congestion_map.png
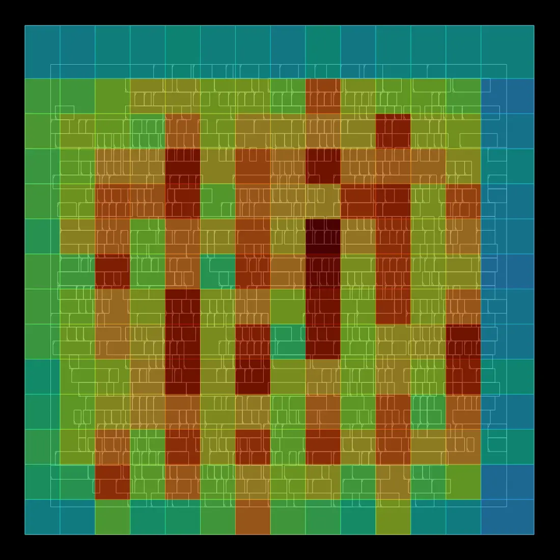
m2.png
Cells faint in the background.
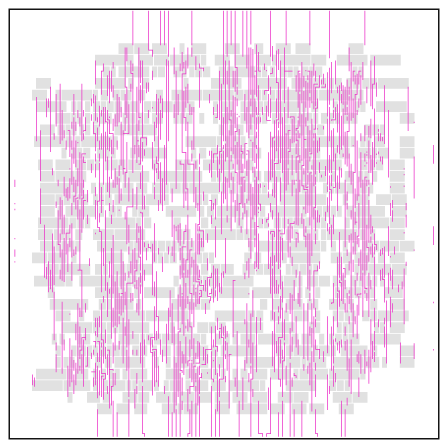
clock_wires.png
Scale bar: 20 µm.
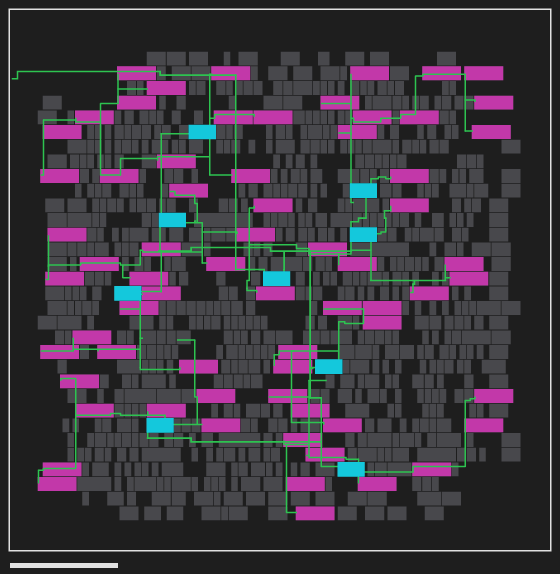
layers.png
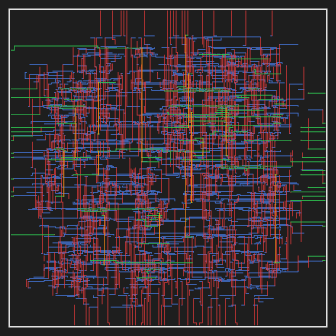
m3.png
Scale bar: 20 µm. Cells faint in the background.
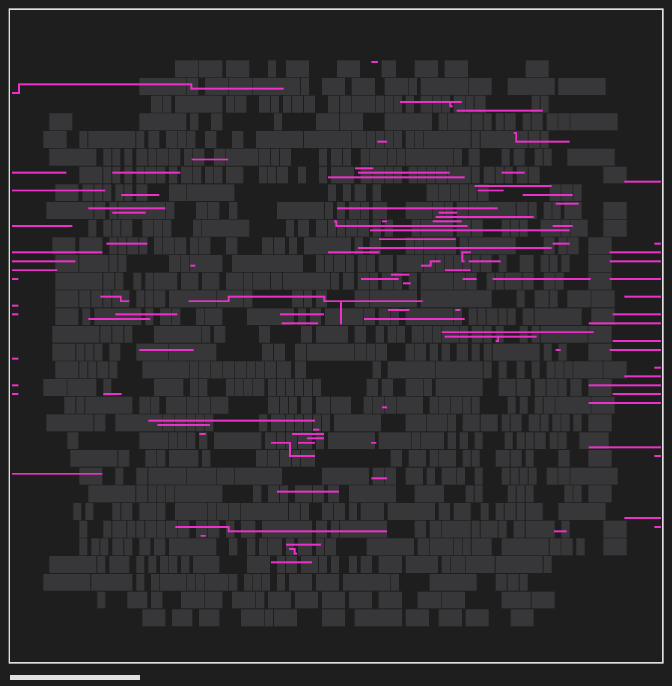
===== config.mk =====
export PLATFORM = sky130hd
export DESIGN_NAME = day3_bank_streamer
export DESIGN_NICKNAME = d
export VERILOG_FILES = /design/src/rtl/day3_pkg.sv /design/src/rtl/day3_ascii_class.sv /design/src/rtl/day3_bank_streamer.sv
export SDC_FILE = /design/constraint.sdc
export NUM_CORES = 1
export LEC_CHECK = 0
export ABC_AREA = 1
export CORE_MARGIN = 5
export CORE_UTILIZATION = 53
export DETAILED_ROUTE_END_ITERATION = 7
export PLACE_DENSITY_LB_ADDON = 0.2
export REMOVE_ABC_BUFFERS = 1
export SLEW_MARGIN = 0
export SYNTH_ARGS = -nofsm -noshare
export SYNTH_HDL_FRONTEND = slang
export SYNTH_SLANG_ARGS = --single-unit

===== constraint.sdc =====
create_clock -name clock -period 2.2 [get_ports clock]
set_input_delay 0.55 -clock clock [delete_from_list [all_inputs] [get_ports clock]]
set_output_delay 0.55 -clock clock [all_outputs]
set_load 0.02 [all_outputs]

===== src/rtl/day3_pkg.sv =====
// Shared constants, FSM encoding and byte-class record for the Day 3 front end.
package day3_pkg;
  localparam int DIGIT_W = 4;
  localparam int JOLT_W  = 8;

  localparam logic [7:0] ASCII_0  = 8'h30;
  localparam logic [7:0] ASCII_9  = 8'h39;
  localparam logic [7:0] ASCII_LF = 8'h0A;
  localparam logic [7:0] ASCII_CR = 8'h0D;
  localparam logic [7:0] ASCII_SP = 8'h20;

  typedef enum logic [2:0] {IDLE, CLEAR, STREAM, SETTLE, WAIT, ACCUM, DONE} streamer_state_t;

  typedef struct packed {
    logic               is_digit;
    logic               is_eol;
    logic               is_skip;
    logic               is_bad;
    logic [DIGIT_W-1:0] value;
  } byte_class_t;
endpackage


===== src/rtl/day3_ascii_class.sv =====
// Combinational ASCII byte classifier: digit / end-of-line / whitespace / illegal.
module day3_ascii_class
  import day3_pkg::*;
(
  input  logic [7:0]  ch,
  output byte_class_t cls
);
  always_comb begin
    cls = '0;
    if (ch >= ASCII_0 && ch <= ASCII_9) begin
      cls.is_digit = 1'b1;
      // '0'..'9' are 0x30..0x39, so the low nibble is the digit value
      cls.value    = ch[DIGIT_W-1:0];
    end else if (ch == ASCII_LF) begin
      cls.is_eol = 1'b1;
    end else if (ch == ASCII_CR || ch == ASCII_SP) begin
      cls.is_skip = 1'b1;
    end else begin
      cls.is_bad = 1'b1;
    end
  end
endmodule


===== src/rtl/day3_bank_streamer.sv =====
// Splits the puzzle byte stream into per-bank digit streams for the solver and
// accumulates the solver's per-bank results into a puzzle total.
module day3_bank_streamer
  import day3_pkg::*;
#(
  parameter int TOTAL_W = 32,
  parameter int CNT_W   = 16
) (
  input  logic               clock,
  input  logic               reset,
  input  logic               start,
  input  logic [7:0]         in_data,
  input  logic               in_valid,
  input  logic               in_last,
  output logic               in_ready,
  output logic               bank_clear,
  output logic [DIGIT_W-1:0] digit,
  output logic               digit_valid,
  input  logic [JOLT_W-1:0]  sol_result,
  output logic [TOTAL_W-1:0] total,
  output logic [CNT_W-1:0]   bank_count,
  output logic               err_char,
  output logic               err_short,
  output logic               done_
);
  streamer_state_t state, state_nxt;
  byte_class_t     cls;
  logic [7:0]      dcnt;
  logic            last_r;
  logic            accept, eob, blank;

  day3_ascii_class u_class (.ch(in_data), .cls(cls));

  assign in_ready   = (state == STREAM);
  assign bank_clear = (state == CLEAR);
  assign done_      = (state == DONE);
  assign accept     = in_valid && in_ready;
  assign eob        = cls.is_eol || in_last;
  // a closing byte that is itself a digit still makes the bank non-empty
  assign blank      = (dcnt == 8'd0) && !cls.is_digit;

  always_comb begin
    state_nxt = state;
    case (state)
      IDLE:    if (start) state_nxt = CLEAR;
      CLEAR:   state_nxt = STREAM;
      STREAM:  if (accept && eob) state_nxt = blank ? (in_last ? DONE : CLEAR) : SETTLE;
      SETTLE:  state_nxt = WAIT;
      WAIT:    state_nxt = ACCUM;
      ACCUM:   state_nxt = last_r ? DONE : CLEAR;
      DONE:    if (start) state_nxt = CLEAR;
      default: state_nxt = IDLE;
    endcase
  end

  always_ff @(posedge clock) begin
    if (reset) begin
      state       <= IDLE;
      digit       <= '0;
      digit_valid <= 1'b0;
      total       <= '0;
      bank_count  <= '0;
      err_char    <= 1'b0;
      err_short   <= 1'b0;
      dcnt        <= '0;
      last_r      <= 1'b0;
    end else begin
      state       <= state_nxt;
      digit_valid <= 1'b0;
      if ((state == IDLE || state == DONE) && start) begin
        total      <= '0;
        bank_count <= '0;
        err_char   <= 1'b0;
        err_short  <= 1'b0;
      end
      if (state == CLEAR) begin
        dcnt   <= '0;
        last_r <= 1'b0;
      end
      if (accept) begin
        case (1'b1)
          cls.is_digit: begin
            digit       <= cls.value;
            digit_valid <= 1'b1;
            if (dcnt != 8'hFF) dcnt <= dcnt + 8'd1;
          end
          cls.is_bad:              err_char <= 1'b1;
          cls.is_eol, cls.is_skip: ;
          default: ;
        endcase
        if (eob) last_r <= in_last;
      end
      // solver result has settled by ACCUM; single-digit banks only flag
      if (state == ACCUM) begin
        if (dcnt >= 8'd2) begin
          total      <= total + TOTAL_W'(sol_result);
          bank_count <= bank_count + CNT_W'(1);
        end else if (dcnt == 8'd1) begin
          err_short <= 1'b1;
        end
      end
    end
  end
endmodule


==> out/results.ini <==
[floorplanning]
io_pins=79
core_area_um2=7810
tapCellCount=102
dieArea_um2=10000
fp_util=0.552
dieHeight_um=100
placementRows=32
die_x_um=100

[worst_setup_path]
rr_worst_depth=10
worst-path-max-fanout=7
reg2reg_to=total[25]
cp_slowest_cell=clkdlybuf4s50_1
crit_chain=clkdlybuf4s50_1, ha_1, fa_1, nand2_1, nand2_1, nand3_2, nand2_4, nand2_4, nor2_1, o21ai_0, nor2_1
endpoint=total[14]
worstPathArrival_ps=2330
path_depth=11
r2r_slack_ps=250
crit_family=adder cells
setup.worst_path.class=in -> reg
critPathLaunch=sol_result[0]
r2r_start=dcnt[0]
slowest_delay_ps=400
end_kind=flop
start_kind=primary input
required_ps=2450
critPathBufInv=1

[yosys]
yosysWarningCount=0
syn_avg_cell_area_um2=6.33
yosysSeqAreaShare=0.311
synthTopCellsByArea=dfxtp_1 31%, nand2_1 14%, nor2_1 8.2%, nand3_1 7.7%, inv_1 7.3%
simple_gate_share=0.389
yosys.area_share.adder=0.0424
xor_share=0.00610
largest_area_cell=dfxtp_1
synthDistinctLibCells=39
yosysMostFrequentCell=nand2_1
synth-edff-count=0
synthFlopType=dfxtp_1
common_cells=157 x nand2_1, 94 x nor2_1, 84 x inv_1
synth_flops=67
synthArstFlopShare=0
ys_cells=680
ys_sh_aoi=0.139
yosysChipArea_um2=4310
mux_share=0
synthCells=680
netlist_area_um2=4310
synth_top_area_share=0.311
top_logic_kind=simple AND/OR/NAND/NOR gates

[final_layout]
final_cells=879
clkCellAreaFrac=0.0412
largestRegisters=total: 32 flops, bank_count: 16 flops, dcnt: 8 flops
buffers=98
seq_share=0.244
insertedDiodeCount=0
largest_register_ffs=32
comb_share=0.457
drive_gt1_frac=0.0901
n_fill_cell=682
n_clock_buffer=10
top_register=total
seq_cells=67
fin_nets=807
largestClassByArea=logic gates
inv_count=92
fin_area_um2=5490
areaGrowthSynthToFinish_pct=27.5
bufAreaShareNonClock=0.171
flop_area_um2=1340
fin_util=0.703
logic_gates=504
logic_area_um2=2510

[grt]
use_met1=0.284
top_usage_layer=met2
antenna_found_initial=0
grt_pass1_vias=4589
overflow=0
met2_usage=0.408
grt_max_degree=57
grt_first_pass_wirelength_um=19900

[sta]
fin_ws_ps=116
setup_viol=0
finalHoldWorstSlack_ps=468
post-route-period-util=0.947
grt_setup_unrepaired=no
hold_viol=0
max_freq_ghz=0.480
maxSlewHeadroom=0.731
slew_viol_final=0
setup_tns_ps=0
timing.final.crit_period_ps=2080
worst_pin_slew_ps=403

[pwr]
power.internal_w=0.00212
ir_drop_uv=750
switching_share=0.314
p_sw_w=0.000971
pwr-share-seq=0.411
power.total_w=0.00310
cellPowerDensity_nw_per_um2=564
power_frac_comb=0.211
leakage_nw=2.23

[routing]
post_drt_via_cell_ratio=5.42
drc=0
highest_layer=met4
drt-met1-wl_um=4850
met3_length_um=828
final_antenna_net_count=0
first_pass_iters=5
wl_met2_um=5660
drtIter0Drc=278

[clock_tree]
cts_setup_buffers=0
cts_buffers=9
cts_hold_buffers=0
cts_max_path_buffers=2
clk_pin_slew_ps=80
h-tree-depth=3
ctsResizeCount=3
clock_tree.root_cell=clkbuf_8
cts_sinks=67
cts_tree=yes

[placed_design]
dp.cells=863
placed_area_um2=5250
io_buffers=78
place_ws_ps=-275
dp_hpwl_um=8630
gp_congestion=0.885

[run_status]
outcome=completed

[run]
tool_warnings=28
drv_cap=0

[hold_path]
worstHoldEndpoint=err_short
hold_depth=2
hp-class=reg -> reg
hold_start=err_short

About congestion_map.png:
DR WL/cell: 13.2 µm
Total GRT Usage: 0.237

About m2.png:
The layer holds 49% of the routed length. 669 nets have wire on it. The layer carries 5660 µm of wire. The wires run mostly vertical.

About clock_wires.png:
Key: green = clock wires [length 900 µm]; cyan = clock-net drivers [count 9]; magenta = flip-flops [count 67]
There are 10 routed clock nets. Position of the flops: all over the die.
clock share of power: 0.378
Worst-Skew Late Latency: 350 ps
clock network power: 0.00117 W
Fin Clk Skew: 11.2 ps

About layers.png:
Key: red = M2 [wire length 5660 µm]; orange = M4 [wire length 252 µm]; blue = M1 [wire length 4850 µm]; green = M3 [wire length 829 µm]
drt total wl: 11600 µm
Via Count: 4761

About m3.png:
79 nets have wire on it. The wires run mostly horizontal.
met3 Track Usage GR: 0.0459

==> placed cells by master, fill, tap and decap left out, types with 4 or more instances in the layout <==
master and instances:
buf_4 19, ha_1 12, clkbuf_8 10, inv_1 84
nor3_1 23, o21ai_0 49, nand3_1 65, dfxtp_1 67
inv_2 7, nand4_1 10, o21ai_1 4, a21oi_1 50
nor2_1 94, nand2_4 4, clkdlybuf4s50_1 75, nand2_1 155
nand2_2 5
==> power by group through the flow <==
stage,sequential (W),combinational (W),clock [W]
finish,0.00127,0.000653,0.00117
global placement,0.00130,0.000644,0
CTS,0.00127,0.000649,0.00119
floorplan,0.00130,0.000397,0
global route,0.00128,0.000732,0.00124
detailed placement,0.00130,0.000657,0
Power is estimated from default activity; no workload was simulated.
